### The metal 1 layer

Drawn at 1.5 px/um. Supply wires on this layer in grey.
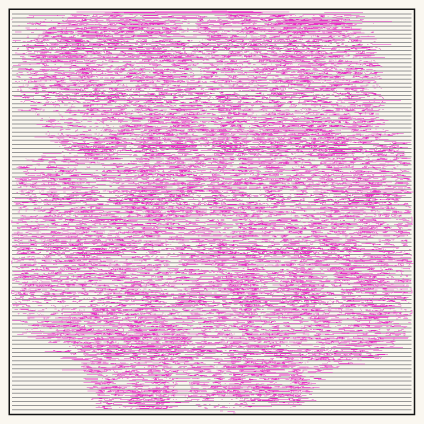
### Layout detail

Window x 120 to 150, y 173 to 203 um. Cells in grey, sequential cells in the stronger grey; small squares are vias.
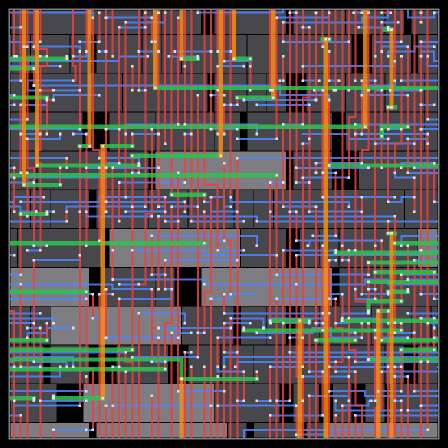
### Placement by RTL instance

Drawn at 1.5 px/um.
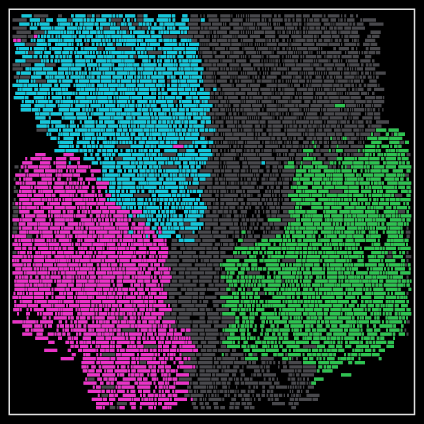
### Routing congestion

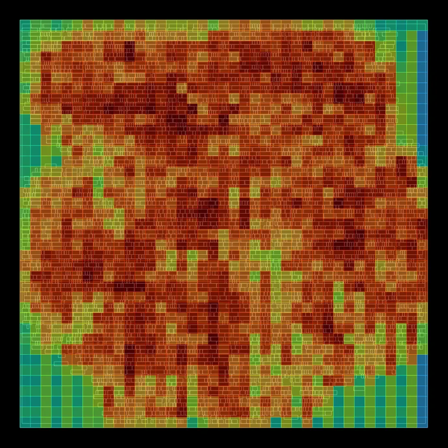
==> config.mk <==
export PLATFORM = sky130hd
export DESIGN_NAME = pe_mac_array
export DESIGN_NICKNAME = d
export VERILOG_FILES = /design/src/rtl/pe_pkg.sv /design/src/rtl/pe_mac_unit.sv /design/src/rtl/pe_mac_array.sv
export SDC_FILE = /design/constraint.sdc
export NUM_CORES = 2
export LEC_CHECK = 0
export CAP_MARGIN = 25
export CORE_UTILIZATION = 66
export DETAILED_ROUTE_END_ITERATION = 8
export GPL_TIMING_DRIVEN = 0
export HOLD_SLACK_MARGIN = 0.03
export PLACE_DENSITY = 0.9
export SLEW_MARGIN = 20
export SYNTH_ARGS = -nofsm -noshare
export SYNTH_HDL_FRONTEND = slang
export SYNTH_HIERARCHICAL = 1
export SYNTH_SLANG_ARGS = --single-unit
==> constraint.sdc <==
create_clock -name clk -period 3.7 [get_ports clk]
set_input_delay 0.37 -clock clk [delete_from_list [all_inputs] [get_ports clk]]
set_output_delay 0.37 -clock clk [all_outputs]
set_load 0.1 [all_outputs]
==> CHANGELOG.md <==
## Flow update

* Total core area at approximately 0.070 mm2
* FMAX at 176 MHz
* DRC Markers at 0
* Tool Warnings at 82
* Top cell excl fill/tap: inv_1
* Fin. Hold Viols at 0
* Cell Rows at 97
* Clk latency late pin at 0.57 ns
* R2R setup slack at 0 ns
* RSZ-0062 raised after global routing: true
* Most numerous logic cells after layout: 927 x inv_1, 731 x fa_1, 495 x nand2_1
* DP Cell Count at slightly above 6,000
* Fin area at 0.0566 mm2
* Worst slew margin at ~25%
* Total CTS buffers at 29
* Htree depth at 1
* Hold Crit Depth at 3
* DR vias/cell at 6.21
* Critical Path RT at 4.13 ns
* Worst Setup Slack, final at -1.98 ns
* Detail Route Antenna Nets at 0
* CP endpoint kind: flip-flop
* Filler instances at about 3,700
* Gp weighted congestion at 0.949
* Worst r2r path cells at 13
* Cells after synthesis at 5,041
* Fin crit share at 154%
* Die Y at 269 um
* Initial antenna violation count at 8
* Failing checks: setup timing
* Final setup vio count at 68
* Status: finished, violations left
* Post-Syn Area at about 0.047 mm2
* Syn_nets at 6,333
* DP Area at 0.0519 mm2
* Die W at ~270 um
* Remaining global-route overflow at 0
* Worst-case clock buffer depth at 3
* Clk sink count at 281
Notes on 'The metal 1 layer' above:
longest straight run: 92.5 um
share of all routed wire: 33%
main direction: horizontal
wire length on this layer: 49.2 mm
Vias: 39,558
M1 GR Usage: 46.4%
final WL: 151,000 um

Notes on 'Layout detail' above:
| colour | layer |
|---|---|
| red | metal 2 |
| blue | metal 1 |
| orange | metal 4 |
| green | metal 3 |
cells with their middle in the window: 85
sequential cells in the window: 6
most frequent: inv_1 (11), dfrtp_1 (6)

Notes on 'Placement by RTL instance' above:
| colour | instance | cells |
|---|---|---|
| magenta | `g_lane[2].u_mac` | 1,212 |
| cyan | `g_lane[3].u_mac` | 1,216 |
| green | `g_lane[0].u_mac` | 1,251 |
Final Core Density: 80.5%
die area: 0.0724 mm2
Non-Filler Instances: 6,372

Notes on 'Routing congestion' above:
M3 GR Usage: 8.75%
routed wire length per instance: 23.7 um
total track usage: 39.6%
Most Crowded Layer GR: met2

==> worst max-delay path: stages <==
cell       delay, ns
buf_12          0.13
buf_12          0.18
buf_6           0.18
nand2_4         0.06
fa_1            0.53
inv_1           0.05
fa_1            0.55
inv_1           0.07
fa_1            0.48
inv_1           0.06
fa_1            0.50
fa_1            0.54
inv_2           0.06
fa_1            0.54
inv_2           0.06
ha_4            0.27
a2111oi_4       0.43
a21boi_4        0.12
o221ai_2        0.23
a21boi_1        0.14
or3_1           0.38
nand3_2         0.11
a21oi_2         0.06
==> cell type report <==
cell class              instances  area [um2]  share of cell area [%]
clock inverters                11         130                   0.230
multi-input cells            3516       37900                    66.9
repair buffers                334        3510                    6.21
plain buffers                 219        2160                    3.82
clock buffers                  39         833                    1.47
diodes                          9        22.5                  0.0398
well taps                     940        1180                    2.08
flip-flops and latches        281        7030                    12.4
inverters                    1023        3840                    6.80
==> through the flow <==
step           hold WS, ns  utilization [%]
2_1_floorplan        0.474                -
3_3_place_gp         0.483             73.4
3_5_place_dp         0.490             73.8
4_1_cts              0.171             78.8
5_1_grt              0.187             80.5
6_report             0.184             80.5
==> layer usage <==
layer | GRT usage, % | up-vias | wire length, um
li1 | - | 16272 | -
met1 | 46.4 | 19482 | 49200
met2 | 65.5 | 2812 | 71600
met3 | 8.75 | 982 | 16300
met4 | 26.4 | 10 | 13600
met5 | 0 | - | 134
==> timing repair <==
action                                  CTS  global route
cloned                                    9             1
setup buffers                           122            70
pin swaps                               177           223
gates resized                           543           229
endpoints found under the setup margin   83            73
